$ cat src/rtl/sram_act_reader.sv
// sram_act_reader
//   Reads a space-to-depth activation tensor out of SRAM group A or group B.
//   Each group has four banks. The reader streams the tensor back as single
//   activations in raster order: channel outer, row middle, column inner.
//   The output uses a ready/valid handshake.
//
//   Each SRAM word holds one 2x2 spatial block for every channel. The block
//   at (by, bx) is stored in bank {by[0], bx[0]} at address
//   (by>>1)*ROW_STRIDE + (bx>>1). Activation index c*ACT_PER_ADDR+k is
//   packed MSB-first.
//
//   Build option READER_ZERO_PAD_EN: when defined, each channel is emitted
//   as a (FMAP_DIM+2)^2 map with a one-pixel zero border. Border elements
//   skip the SRAM read but still use a pipeline slot and a FIFO credit.
//
// Ports
//   clk, rst_n          clock, synchronous active-low reset
//   start, sel_b        start a readback (IDLE only); group select latched with start
//   sram_rdata_a0..b3   bank read data, valid one cycle after the address
//   sram_raddr_a0..b3   registered bank read addresses
//   out_valid/out_ready output handshake
//   out_data, out_ch, out_row, out_col, out_last
//                       activation, its coordinates, and the end-of-readback flag
//   busy                high from start acceptance until done
//   done                one-cycle pulse after the final transfer
module sram_act_reader #(
  parameter int CH_NUM       = 4,
  parameter int ACT_PER_ADDR = 4,
  parameter int BW_PER_ACT   = 8,
  parameter int FMAP_DIM     = 14,
  parameter int FIFO_DEPTH   = 4
) (
  input  logic                                       clk,
  input  logic                                       rst_n,
  input  logic                                       start,
  input  logic                                       sel_b,
  input  logic [CH_NUM*ACT_PER_ADDR*BW_PER_ACT-1:0]  sram_rdata_a0,
  input  logic [CH_NUM*ACT_PER_ADDR*BW_PER_ACT-1:0]  sram_rdata_a1,
  input  logic [CH_NUM*ACT_PER_ADDR*BW_PER_ACT-1:0]  sram_rdata_a2,
  input  logic [CH_NUM*ACT_PER_ADDR*BW_PER_ACT-1:0]  sram_rdata_a3,
  input  logic [CH_NUM*ACT_PER_ADDR*BW_PER_ACT-1:0]  sram_rdata_b0,
  input  logic [CH_NUM*ACT_PER_ADDR*BW_PER_ACT-1:0]  sram_rdata_b1,
  input  logic [CH_NUM*ACT_PER_ADDR*BW_PER_ACT-1:0]  sram_rdata_b2,
  input  logic [CH_NUM*ACT_PER_ADDR*BW_PER_ACT-1:0]  sram_rdata_b3,
  output logic [5:0]                                 sram_raddr_a0,
  output logic [5:0]                                 sram_raddr_a1,
  output logic [5:0]                                 sram_raddr_a2,
  output logic [5:0]                                 sram_raddr_a3,
  output logic [5:0]                                 sram_raddr_b0,
  output logic [5:0]                                 sram_raddr_b1,
  output logic [5:0]                                 sram_raddr_b2,
  output logic [5:0]                                 sram_raddr_b3,
  output logic                                       out_valid,
  input  logic                                       out_ready,
  output logic [BW_PER_ACT-1:0]                      out_data,
  output logic [$clog2(CH_NUM)-1:0]                  out_ch,
  output logic [4:0]                                 out_row,
  output logic [4:0]                                 out_col,
  output logic                                       out_last,
  output logic                                       busy,
  output logic                                       done
);

  localparam int WORD_W     = CH_NUM * ACT_PER_ADDR * BW_PER_ACT;
  localparam int ROW_STRIDE = (FMAP_DIM + 3) / 4;
  localparam int NUM_BANKS  = 4;
  localparam int CW         = $clog2(CH_NUM);
  localparam int PTR_W      = (FIFO_DEPTH > 1) ? $clog2(FIFO_DEPTH) : 1;
  localparam int CNT_W      = $clog2(FIFO_DEPTH + 1);
`ifdef READER_ZERO_PAD_EN
  localparam int SPAN = FMAP_DIM + 2;
`else
  localparam int SPAN = FMAP_DIM;
`endif
  localparam logic [4:0]    SPAN_LAST = 5'(SPAN - 1);
  localparam logic [CW-1:0] CH_LAST   = CW'(CH_NUM - 1);

  typedef enum logic [1:0] {IDLE, RUN, DRAIN} state_t;

  // Metadata that travels with each read through the two-cycle SRAM pipeline.
  typedef struct packed {
    logic          pad;
    logic          last;
    logic [1:0]    bank;
    logic [1:0]    k;
    logic [CW-1:0] c;
    logic [4:0]    row;
    logic [4:0]    col;
  } meta_t;

  logic [WORD_W-1:0] rdata_a [NUM_BANKS];
  logic [WORD_W-1:0] rdata_b [NUM_BANKS];
  logic [5:0]        raddr_a_reg [NUM_BANKS];
  logic [5:0]        raddr_b_reg [NUM_BANKS];

  assign rdata_a[0] = sram_rdata_a0;
  assign rdata_a[1] = sram_rdata_a1;
  assign rdata_a[2] = sram_rdata_a2;
  assign rdata_a[3] = sram_rdata_a3;
  assign rdata_b[0] = sram_rdata_b0;
  assign rdata_b[1] = sram_rdata_b1;
  assign rdata_b[2] = sram_rdata_b2;
  assign rdata_b[3] = sram_rdata_b3;
  assign sram_raddr_a0 = raddr_a_reg[0];
  assign sram_raddr_a1 = raddr_a_reg[1];
  assign sram_raddr_a2 = raddr_a_reg[2];
  assign sram_raddr_a3 = raddr_a_reg[3];
  assign sram_raddr_b0 = raddr_b_reg[0];
  assign sram_raddr_b1 = raddr_b_reg[1];
  assign sram_raddr_b2 = raddr_b_reg[2];
  assign sram_raddr_b3 = raddr_b_reg[3];

  state_t            state_reg;
  logic              sel_b_reg;
  logic [CW-1:0]     c_reg;
  logic [4:0]        row_reg;
  logic [4:0]        col_reg;
  logic              s0_v_reg, s1_v_reg;
  meta_t             s0_reg, s1_reg;
  logic              busy_reg, done_reg;

  // Small output FIFO. The head entry drives the outputs directly, so they
  // stay stable while the consumer stalls.
  logic [BW_PER_ACT-1:0] fifo_data_reg [FIFO_DEPTH];
  logic [CW-1:0]         fifo_ch_reg   [FIFO_DEPTH];
  logic [4:0]            fifo_row_reg  [FIFO_DEPTH];
  logic [4:0]            fifo_col_reg  [FIFO_DEPTH];
  logic                  fifo_last_reg [FIFO_DEPTH];
  logic [PTR_W-1:0]      wr_ptr_reg, rd_ptr_reg;
  logic [CNT_W-1:0]      count_reg;

  function automatic logic [PTR_W-1:0] ptr_inc(input logic [PTR_W-1:0] p);
    return (p == PTR_W'(FIFO_DEPTH - 1)) ? '0 : p + 1'b1;
  endfunction

  // Issue side: map the current output coordinate to its bank, address and lane.
  logic [4:0] src_r, src_x;
  logic       iss_pad;
  logic [5:0] iss_addr;
  meta_t      iss_meta;
  logic       can_issue;

  always_comb begin
`ifdef READER_ZERO_PAD_EN
    iss_pad = (row_reg == 5'd0) || (row_reg == SPAN_LAST) ||
              (col_reg == 5'd0) || (col_reg == SPAN_LAST);
    src_r   = row_reg - 5'd1;
    src_x   = col_reg - 5'd1;
`else
    iss_pad = 1'b0;
    src_r   = row_reg;
    src_x   = col_reg;
`endif
    iss_addr      = 6'(int'(src_r[4:2]) * ROW_STRIDE + int'(src_x[4:2]));
    iss_meta.pad  = iss_pad;
    iss_meta.last = (c_reg == CH_LAST) && (row_reg == SPAN_LAST) && (col_reg == SPAN_LAST);
    iss_meta.bank = {src_r[1], src_x[1]};
    iss_meta.k    = {src_r[0], src_x[0]};
    iss_meta.c    = c_reg;
    iss_meta.row  = row_reg;
    iss_meta.col  = col_reg;
    // Credit check: every read in flight already owns a FIFO slot, so a
    // capture can never find the FIFO full.
    can_issue = (state_reg == RUN) &&
                (int'(count_reg) + int'(s0_v_reg) + int'(s1_v_reg) < FIFO_DEPTH);
  end

  // Capture side: pick the lane out of the word returned for stage-1 metadata.
  logic [WORD_W-1:0]     cap_word;
  logic [BW_PER_ACT-1:0] cap_data;
  logic                  push, pop;

  always_comb begin
    cap_word = sel_b_reg ? rdata_b[s1_reg.bank] : rdata_a[s1_reg.bank];
    cap_data = cap_word[BW_PER_ACT * (CH_NUM * ACT_PER_ADDR - 1 -
               (int'(s1_reg.c) * ACT_PER_ADDR + int'(s1_reg.k))) +: BW_PER_ACT];
    if (s1_reg.pad) cap_data = '0;
  end

  assign out_valid = (count_reg != '0);
  assign push      = s1_v_reg;
  assign pop       = out_valid && out_ready;
  assign out_data  = fifo_data_reg[rd_ptr_reg];
  assign out_ch    = fifo_ch_reg[rd_ptr_reg];
  assign out_row   = fifo_row_reg[rd_ptr_reg];
  assign out_col   = fifo_col_reg[rd_ptr_reg];
  assign out_last  = fifo_last_reg[rd_ptr_reg];
  assign busy      = busy_reg;
  assign done      = done_reg;

  always_ff @(posedge clk) begin
    if (!rst_n) begin
      state_reg  <= IDLE;
      sel_b_reg  <= 1'b0;
      c_reg      <= '0;
      row_reg    <= '0;
      col_reg    <= '0;
      s0_v_reg   <= 1'b0;
      s1_v_reg   <= 1'b0;
      s0_reg     <= '0;
      s1_reg     <= '0;
      wr_ptr_reg <= '0;
      rd_ptr_reg <= '0;
      count_reg  <= '0;
      busy_reg   <= 1'b0;
      done_reg   <= 1'b0;
      for (int b = 0; b < NUM_BANKS; b++) begin
        raddr_a_reg[b] <= '0;
        raddr_b_reg[b] <= '0;
      end
      for (int e = 0; e < FIFO_DEPTH; e++) begin
        fifo_data_reg[e] <= '0;
        fifo_ch_reg[e]   <= '0;
        fifo_row_reg[e]  <= '0;
        fifo_col_reg[e]  <= '0;
        fifo_last_reg[e] <= 1'b0;
      end
    end else begin
      done_reg <= 1'b0;

      // Two-stage read pipeline: the address is registered at issue and the
      // data is returned by the SRAM one cycle later.
      s0_v_reg <= can_issue;
      s0_reg   <= iss_meta;
      s1_v_reg <= s0_v_reg;
      s1_reg   <= s0_reg;

      if (push) begin
        fifo_data_reg[wr_ptr_reg] <= cap_data;
        fifo_ch_reg[wr_ptr_reg]   <= s1_reg.c;
        fifo_row_reg[wr_ptr_reg]  <= s1_reg.row;
        fifo_col_reg[wr_ptr_reg]  <= s1_reg.col;
        fifo_last_reg[wr_ptr_reg] <= s1_reg.last;
        wr_ptr_reg                <= ptr_inc(wr_ptr_reg);
      end
      if (pop) rd_ptr_reg <= ptr_inc(rd_ptr_reg);
      case ({push, pop})
        2'b10:   count_reg <= count_reg + 1'b1;
        2'b01:   count_reg <= count_reg - 1'b1;
        default: ;
      endcase

      case (state_reg)
        IDLE: begin
          if (start) begin
            state_reg <= RUN;
            sel_b_reg <= sel_b;
            busy_reg  <= 1'b1;
            c_reg     <= '0;
            row_reg   <= '0;
            col_reg   <= '0;
            // Start from clean addresses, so the unselected group reads 0 throughout.
            for (int b = 0; b < NUM_BANKS; b++) begin
              raddr_a_reg[b] <= '0;
              raddr_b_reg[b] <= '0;
            end
          end
        end
        RUN: begin
          if (can_issue) begin
            if (!iss_pad) begin
              if (sel_b_reg) raddr_b_reg[iss_meta.bank] <= iss_addr;
              else           raddr_a_reg[iss_meta.bank] <= iss_addr;
            end
            if (col_reg == SPAN_LAST) begin
              col_reg <= '0;
              if (row_reg == SPAN_LAST) begin
                row_reg <= '0;
                c_reg   <= c_reg + 1'b1;
              end else begin
                row_reg <= row_reg + 5'd1;
              end
            end else begin
              col_reg <= col_reg + 5'd1;
            end
            if (iss_meta.last) state_reg <= DRAIN;
          end
        end
        DRAIN: begin
          // The last element leaves the FIFO behind every other element, so
          // its transfer means the pipeline and FIFO are empty.
          if (pop && out_last) begin
            state_reg <= IDLE;
            busy_reg  <= 1'b0;
            done_reg  <= 1'b1;
          end
        end
        default: state_reg <= IDLE;
      endcase
    end
  end

endmodule

$ cat config.mk
export PLATFORM = sky130hd
export DESIGN_NAME = sram_act_reader
export DESIGN_NICKNAME = d
export VERILOG_FILES = /design/src/rtl/sram_act_reader.sv
export SDC_FILE = /design/constraint.sdc
export NUM_CORES = 1
export LEC_CHECK = 0
export ABC_AREA = 1
export ABC_CLOCK_PERIOD_IN_PS = 3100
export CAP_MARGIN = 15
export CORE_AREA = 2 2 430 432
export DETAILED_ROUTE_END_ITERATION = 6
export DIE_AREA = 0 0 432 434
export GPL_ROUTABILITY_DRIVEN = 0
export GPL_TIMING_DRIVEN = 0
export PLACE_DENSITY = 0.3
export SYNTH_ARGS = -nofsm -noshare
export SYNTH_HDL_FRONTEND = slang
export SYNTH_SLANG_ARGS = --single-unit
$ cat constraint.sdc
create_clock -name clk -period 3.1 [get_ports clk]
set_input_delay 0.775 -clock clk [delete_from_list [all_inputs] [get_ports clk]]
set_output_delay 0.775 -clock clk [all_outputs]
set_load 0.02 [all_outputs]
Run 1, the metal 3 layer:
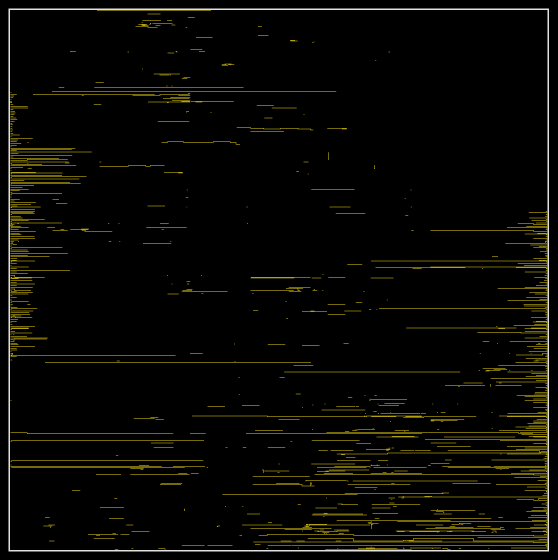
share of all routed wire = 6.3%
wire length on this layer = 14000 um
nets with wire on the layer = 665
main direction = horizontal
longest straight run = 228 um
total via count after detailed routing: 28310
met3 Resource Use GR: 4.290%
final wirelength: 220400 um

Run 1, met2 routing:
Scale bar: 100 um.
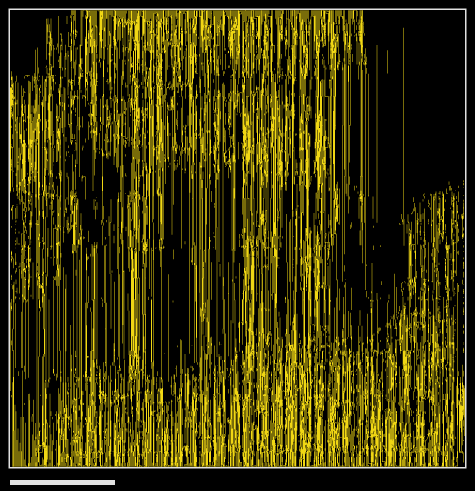
nets with wire on the layer = 4532
longest straight run = 224 um
main direction = vertical
wire length on this layer = 111 mm
share of all routed wire = 50%
routing usage on met2: 40.84%

Run 1, sequential cells colored by netlist name:
Scale bar: 100 um. Other sequential cells in the stronger gray, the rest of the logic in the fainter gray.
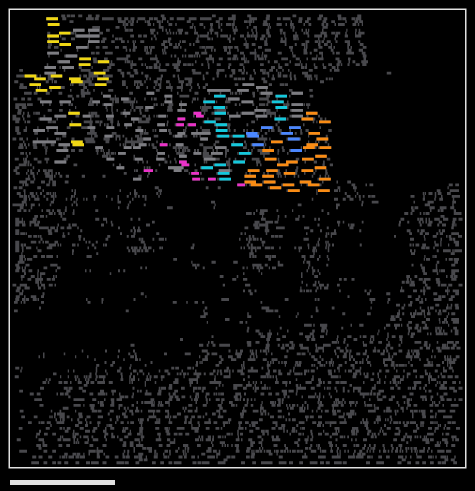
magenta -> `s1_reg`  # flops 13
blue -> `fifo_ch_reg`  # flops 8, where north
orange -> `fifo_data_reg`  # flops 32
cyan -> `fifo_col_reg`  # flops 20, where north
yellow -> `raddr_a_reg`  # flops 24, where north-west
not colored = 89

Run 1, routing congestion map:
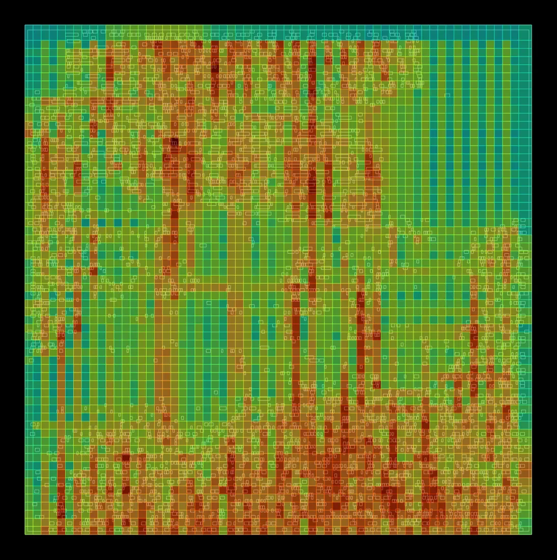
GRT Resource Usage Total: 22.58%
Core Util, Final: 19.07%
Most Crowded Layer GR: met2
average wire per standard cell: 31.15 um
met1 usage in global routing: 27.45%

-- run 1: worst paths after layout --
check / start / endpoint / slack [ns]
setup / recovery: s1_reg[5] / fifo_data_reg[1][2] / 0.09
hold / removal: s0_reg[5] / s1_reg[5] / 0.42
setup reg to reg: s1_reg[5] / fifo_data_reg[1][2] / 0.09
hold reg to reg: s0_reg[5] / s1_reg[5] / 0.42
-- run 1: logic make-up (layout without fill, tap and decap cells) --
family	count (synthesis)	after routing	share of synthesized area, %
other cells	0	43	0
fa+ha+maj	16	16	1.065
xor+xnor	4	4	0.1796
simple gates	2498	2498	54.47
buf+inv	638	1777	13.83
compound gates	169	169	4.752
flops	186	186	25.70
-- run 1: timing repair --
action                                  4_1_cts  5_1_grt
endpoints found under the setup margin      141       88
resized                                     157       34
setup buffers                                 2        2
pin swaps                                     1        0
==> impl_results.rst, run 1 <==
Physical design figures
=======================

.. list-table::
   :header-rows: 1

   * - Metric
     - Value
   * - Result of the run
     - finished clean
   * - Number of nets at floorplan
     - ~4600
   * - Remaining max-slew budget at the tightest pin
     - a little under a third
   * - Total setup violations reported at the end of the flow
     - 0
   * - Power attributed to sequential cells
     - 2840 uW
   * - Clock buffer depth
     - 2
   * - Startpoint type of the worst setup path
     - flop
   * - Die Wd
     - ~430 um
   * - Fraction of layout instances using a drive strength above 1
     - under 10%
   * - Clock-pin transition on the worst setup and hold timing paths
     - around 0.11 ns
   * - CTS Buf Count
     - 17
   * - Most frequently used flop master after synthesis
     - edfxtp_1
   * - DRC violation count after routing
     - 0
   * - I/O pin total
     - roughly 1100
   * - Number of detailed-route iterations in the first pass
     - 5
   * - Fraction of area in multi-input gates
     - roughly a third
   * - Min Clock Period, post-route
     - between 3 and 4 ns
   * - Largest stage delay on the critical path
     - around 0.42 ns
   * - Slew Viols, Final
     - 0
   * - Commonest cells post-synth
     - 1157 x nand2_1, 696 x nand3_1, 503 x nor2_1
   * - Number of nets still failing antenna checks after routing
     - 0
==> inputs of run 2 (changes only) <==
==> config.mk (replaced) <==
export PLATFORM = sky130hd
export DESIGN_NAME = sram_act_reader
export DESIGN_NICKNAME = d
export VERILOG_FILES = /design/src/rtl/sram_act_reader.sv
export SDC_FILE = /design/constraint.sdc
export NUM_CORES = 1
export LEC_CHECK = 0
export ABC_CLOCK_PERIOD_IN_PS = 3100
export CAP_MARGIN = 15
export CORE_AREA = 2 2 428 430
export DETAILED_ROUTE_END_ITERATION = 6
export DIE_AREA = 0 0 430 432
export GPL_ROUTABILITY_DRIVEN = 0
export GPL_TIMING_DRIVEN = 0
export PLACE_DENSITY = 0.3
export SETUP_SLACK_MARGIN = 0.02
export SYNTH_ARGS = -nofsm -noshare
export SYNTH_HDL_FRONTEND = slang
export SYNTH_SLANG_ARGS = --single-unit
Run 2, met2 routing:
Scale bar: 100 um.
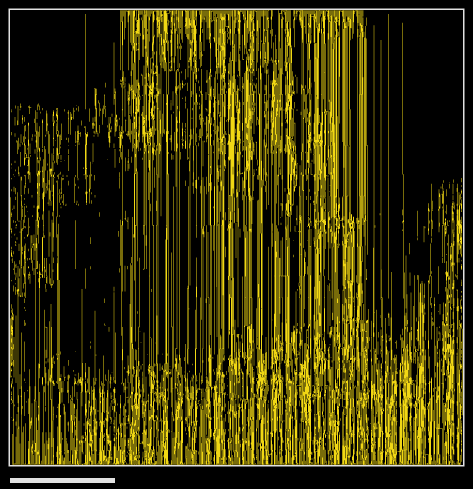
wire length on this layer = 103 mm
share of all routed wire = 50%

Run 2, routing congestion map:
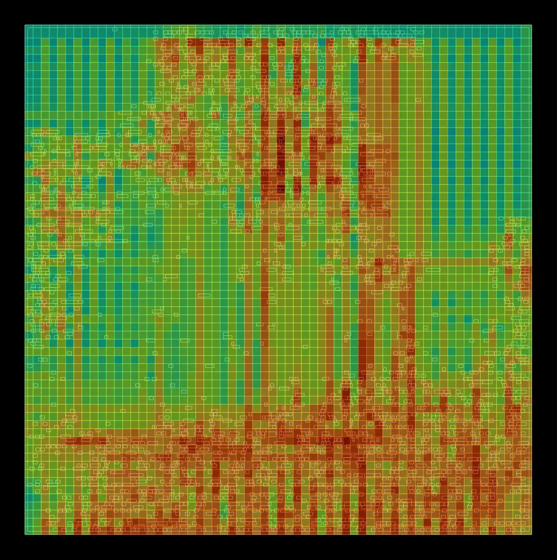
met3 Resource Use GR: 9.699%
routing usage on met2: 37.69%

Run 2, sequential cells colored by netlist name:
Scale bar: 100 um. Other sequential cells in the stronger gray, the rest of the logic in the fainter gray.
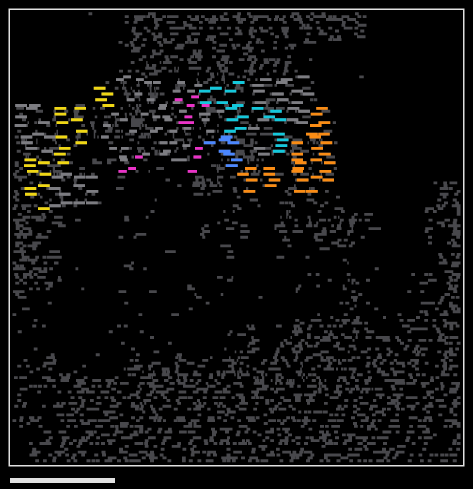
cyan -> `fifo_col_reg`  # flops 20, where north
yellow -> `raddr_a_reg`  # flops 24
orange -> `fifo_data_reg`  # flops 32
magenta -> `s1_reg`  # flops 13, where north
blue -> `fifo_ch_reg`  # flops 8
not colored = 89

==> impl_results.rst, run 2 <==
Physical design figures
=======================

.. list-table::
   :header-rows: 1

   * - Metric
     - Value
   * - Fraction of layout instances using a drive strength above 1
     - 23.65% (was 8.409%)
   * - Commonest cells post-synth
     - 198 x mux4_2, 172 x mux2i_1, 129 x edfxtp_1 (was 1157 x nand2_1, 696 x nand3_1, 503 x nor2_1)
   * - Hold Path Sink
     - s1_reg[12] (was s1_reg[5])
   * - Clock-pin transition on the worst setup and hold timing paths
     - 0.08 ns (was 0.11 ns)
   * - Final wirelength
     - 207600 um (was 220400 um)
   * - Number of detailed-route iterations in the first pass
     - 5 (unchanged)
   * - Antenna violations before repair
     - 162 (was 98)
   * - Total via count after detailed routing
     - 19100 (was 28310)
   * - I/O pin total
     - 1101 (unchanged)
   * - Crit path depth
     - 12 (was 11)
   * - Number of nets still failing antenna checks after routing
     - 0 (unchanged)
   * - Largest stage delay on the critical path
     - 0.37 ns (was 0.42 ns)
   * - Result of the run
     - finished clean (unchanged)
   * - Worst Setup EP
     - fifo_data_reg[3][3] (was fifo_data_reg[1][2])
   * - CTS Buf Count
     - 17 (unchanged)
   * - Min Clock Period, post-route
     - 3.076 ns (was 3.014 ns)
   * - Reg2reg start
     - s1_reg[6] (was s1_reg[5])
   * - Average wire per standard cell
     - 41.75 um (was 31.15 um)
   * - Total setup violations reported at the end of the flow
     - 0 (unchanged)
   * - Core Util, Final
     - 18.59% (was 19.07%)
   * - Launching instance or port of the critical path
     - s1_reg[6] (was s1_reg[5])
   * - Reg-to-Reg End
     - fifo_data_reg[3][3] (was fifo_data_reg[1][2])
   * - Number of nets at floorplan
     - 2384 (was 4556)
   * - Slack of the worst reg-to-reg path
     - 0.02 ns (was 0.09 ns)
   * - Number of post-CTS setup repair buffers
     - 53 (was 2)
   * - Remaining max-slew budget at the tightest pin
     - 21.52% (was 31.72%)
   * - Most Crowded Layer GR
     - met2 (unchanged)
   * - Startpoint type of the worst setup path
     - flop (unchanged)
   * - Power attributed to sequential cells
     - 2790 uW (was 2840 uW)
   * - GRT Resource Usage Total
     - 21.63% (was 22.58%)
   * - Slew Viols, Final
     - 0 (unchanged)
   * - Met1 usage in global routing
     - 24.22% (was 27.45%)
   * - Met2 routed WL
     - 103100 um (was 111000 um)
   * - Die Wd
     - 430 um (was 432 um)
   * - Clock buffer depth
     - 2 (unchanged)
   * - DRC violation count after routing
     - 0 (unchanged)
==> run 2: cell families after synthesis <==
family                     share of synthesized area (%)
buffers and inverters                              4.926
AOI/OAI and AO/OA                                  9.868
adders and majority gates                          1.284
DFF                                                31.00
muxes                                              40.34
xor gates and xnor gates                          0.7037
and+or+nand+nor                                    11.89
==> run 2: final cells by class <==
| cell class | count | area share, % |
|---|---|---|
| clock buffers | 19 | 1.345 |
| repair buffers | 1178 | 35.26 |
| diodes | 43 | 0.3186 |
| clock inverters | 13 | 0.3853 |
| plain buffers | 120 | 4.539 |
| inverters | 14 | 0.1778 |
| multi-input cells | 1015 | 34.28 |
| well taps | 2385 | 8.836 |
| flip-flops and latches | 186 | 14.86 |
Power and IR drop assume default switching activity.
